Fig. 1: cell outlines without signal wires
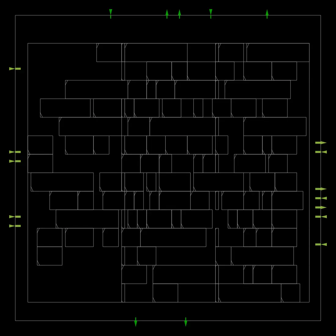
Fig. 2: placed cells, one colour a class
Scale bar: 10 um. Fill, decap, tap and diode cells in grey.
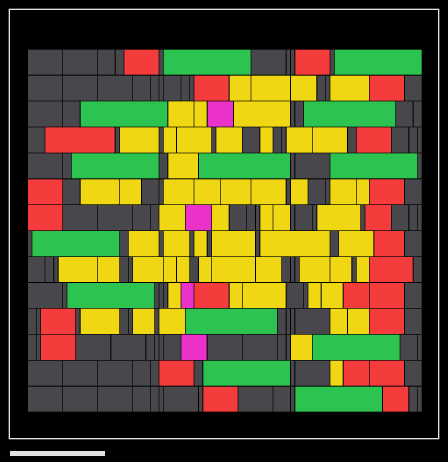
`src/rtl/countdown_timer.sv`:
```
// countdown_timer: loadable down-counter with IDLE/RUN/EXPIRED control and one-cycle tc pulse
// Ports: clk, rst (async active-low), cnt_in (load value), load, start, enab (decrement qualifier),
//        ack (clears expiry), cnt_out (count), busy (RUN), expired (EXPIRED), tc (terminal pulse).
// Build option COUNTDOWN_AUTORELOAD_EN: terminal count reloads from rld and keeps running.
module countdown_timer #(
  parameter int WIDTH = 5
) (
  input  logic             clk,
  input  logic             rst,
  input  logic [WIDTH-1:0] cnt_in,
  input  logic             load,
  input  logic             start,
  input  logic             enab,
  input  logic             ack,
  output logic [WIDTH-1:0] cnt_out,
  output logic             busy,
  output logic             expired,
  output logic             tc
);
  typedef enum logic [1:0] {IDLE, RUN, EXPIRED} state_t;
  state_t state;
  logic [WIDTH-1:0] rld;
  assign busy    = state == RUN;
  assign expired = state == EXPIRED;
  always_ff @(posedge clk or negedge rst) begin
    if (!rst) begin
      state   <= IDLE;
      cnt_out <= '0;
      rld     <= '0;
      tc      <= 1'b0;
    end else begin
      tc <= 1'b0;
      if (load) begin
        cnt_out <= cnt_in;
        rld     <= cnt_in;
        state   <= IDLE;
      end else begin
        case (state)
          IDLE: if (start) begin
            state <= cnt_out != '0 ? RUN : EXPIRED;
            tc    <= cnt_out == '0;
          end
          // RUN always holds a nonzero count, so the else branch is count==1
          RUN: if (enab) begin
            if (cnt_out > WIDTH'(1)) cnt_out <= cnt_out - WIDTH'(1);
            else begin
              tc <= 1'b1;
`ifdef COUNTDOWN_AUTORELOAD_EN
              cnt_out <= rld;
`else
              cnt_out <= '0;
              state   <= EXPIRED;
`endif
            end
          end
          EXPIRED: if (ack) begin
            state   <= IDLE;
            cnt_out <= rld;
          end
          default: state <= IDLE;
        endcase
      end
    end
  end
endmodule

```
`config.mk`:
```
export PLATFORM = sky130hd
export DESIGN_NAME = countdown_timer
export DESIGN_NICKNAME = d
export VERILOG_FILES = /design/src/rtl/countdown_timer.sv
export SDC_FILE = /design/constraint.sdc
export NUM_CORES = 1
export LEC_CHECK = 0
export CAP_MARGIN = 20
export CORE_MARGIN = 1.5
export CORE_UTILIZATION = 45
export DETAILED_ROUTE_END_ITERATION = 12
export HOLD_SLACK_MARGIN = 0.12
export PLACE_DENSITY = 0.83
export SYNTH_ARGS = -nofsm -noshare
export SYNTH_HDL_FRONTEND = slang
export SYNTH_SLANG_ARGS = --single-unit
```
`constraint.sdc`:
```
create_clock -name clk -period 1.8 [get_ports clk]
set_input_delay 0.45 -clock clk [delete_from_list [all_inputs] [get_ports clk]]
set_output_delay 0.45 -clock clk [all_outputs]
set_load 0.01 [all_outputs]
```
==> results.json <==
{
  "antenna_found_initial": 0,
  "via_count": 642,
  "finalClockSkew_ns": 0.00508,
  "cts_buffer_depth": 2,
  "path_depth": 1,
  "rsz0062_at_grt": "no",
  "route.met3.wl_um": 101,
  "area_growth_syn_to_layout_pct": 32.9,
  "cts_resized": 2,
  "period_needed_ns": 1.74,
  "fin_util": 0.667,
  "ys_cells": 74,
  "clkSinkCount": 13,
  "die_h_um": 44.9,
  "use_met1": 0.232,
  "drt_iter0_markers": 15,
  "reg_top3": "cnt_out x5, rld x5, state x2",
  "cp_slowest_cell": "clkdlybuf4s50_1",
  "gp_congestion": 0.807,
  "grt_first_pass_wirelength_um": 2640,
  "postRouteAntennaNets": 0,
  "syn_nets": 88,
  "dp.cells": 108,
  "finalInstanceArea_sq_um": 1050,
  "setup_viol": 0,
  "maxSlewHeadroom": 0.742,
  "grt_start_max_net_pins": 20,
  "top_cells_by_area": "dfrtp_1, mux2_2, ha_1",
  "final-comb-area_sq_um": 425,
  "fp.coreArea_sq_um": 1580,
  "status": "finished clean",
  "r2r-end": "cnt_out[4]",
  "clkLatencyLatePin_ns": 0.27,
  "cp.required_ns": 1.35,
  "yosys.area.top_type": "dfrtp_1",
  "path_cells": "clkdlybuf4s50_1",
  "finalWorstSetupSlack_ns": 0.0618,
  "final-hold-violation-count": 0,
  "compound_area_frac": 0.225,
  "synth.cellmix.simpleShare": 0.157,
  "path_clk_slew_ns": 0.08,
  "yosysWarnings": 0,
  "nets": 113
}
-- Fig. 1 (at the start) --
sequential share of cell area: 0.313
final cell count without fillers: 114

-- Fig. 2 (at the start) --
[clock drivers and dummy loads] magenta | cells: 4 | share of their area: 2.5%
[all other logic] yellow | cells: 58 | share of their area: 43%
[flops] green | cells: 13 | share of their area: 32%
[other buffers and delay cells] red | cells: 23 | share of their area: 22%

cell usage in the layout (no fill, tap or decap), drive strengths merged:
| master | instances |
|---|---|
| a31oi | 2 |
| nand2 | 4 |
| and3b | 1 |
| inv | 5 |
| a22oi | 3 |
| o31ai | 3 |
| a2111oi | 1 |
| nor2b | 4 |
| ha | 3 |
| o211a | 1 |
| xnor2 | 1 |
| clkbuf | 4 |
| dfrtp | 13 |
| a211oi | 3 |
| nor3 | 3 |
| nand4 | 2 |
| a222oi | 1 |
| o21bai | 1 |
| a21o | 1 |
| nor2 | 5 |
| nor3b | 1 |
| a221oi | 2 |
| dlygate4sd2 | 1 |
| clkdlybuf4s50 | 16 |
| a21oi | 3 |
| and2b | 1 |
| dlymetal6s2s | 1 |
| mux2 | 6 |
| mux2i | 1 |
| buf | 5 |
power breakdown:
group | switching [mW] | internal (mW) | total, mW
clock | 0.0914 | 0.0859 | 0.177
sequential | 0.0375 | 0.325 | 0.363
combinational | 0.116 | 0.135 | 0.252
total | 0.245 | 0.546 | 0.792
synth_stat cells:
cell type   n
and2b_4     1
nor3_4      1
mux2i_1     1
a21o_1      1
o21bai_1    1
a22oi_1     3
ha_1        3
inv_1       5
nor2_1      5
dfrtp_1    13
nor3b_1     1
o211a_1     1
nor3_1      2
a221oi_1    2
mux2_2      6
buf_6       1
o31ai_1     3
a211oi_2    1
a211oi_1    1
nand2_1     4
xnor2_1     1
nand4_1     2
nor2b_1     4
a31oi_1     2
a222oi_1    1
a21oi_2     1
buf_2       2
a21oi_1     2
a211oi_4    1
a2111oi_0   1
and3b_1     1
layout make-up:
class	count	share of cell area
tap	16	0.0190
sequential	13	0.313
inverter	5	0.0179
multi-input combinational	53	0.405
timing repair buffer	23	0.220
clock buffer	4	0.0250
Power is estimated from default activity; no workload was simulated.
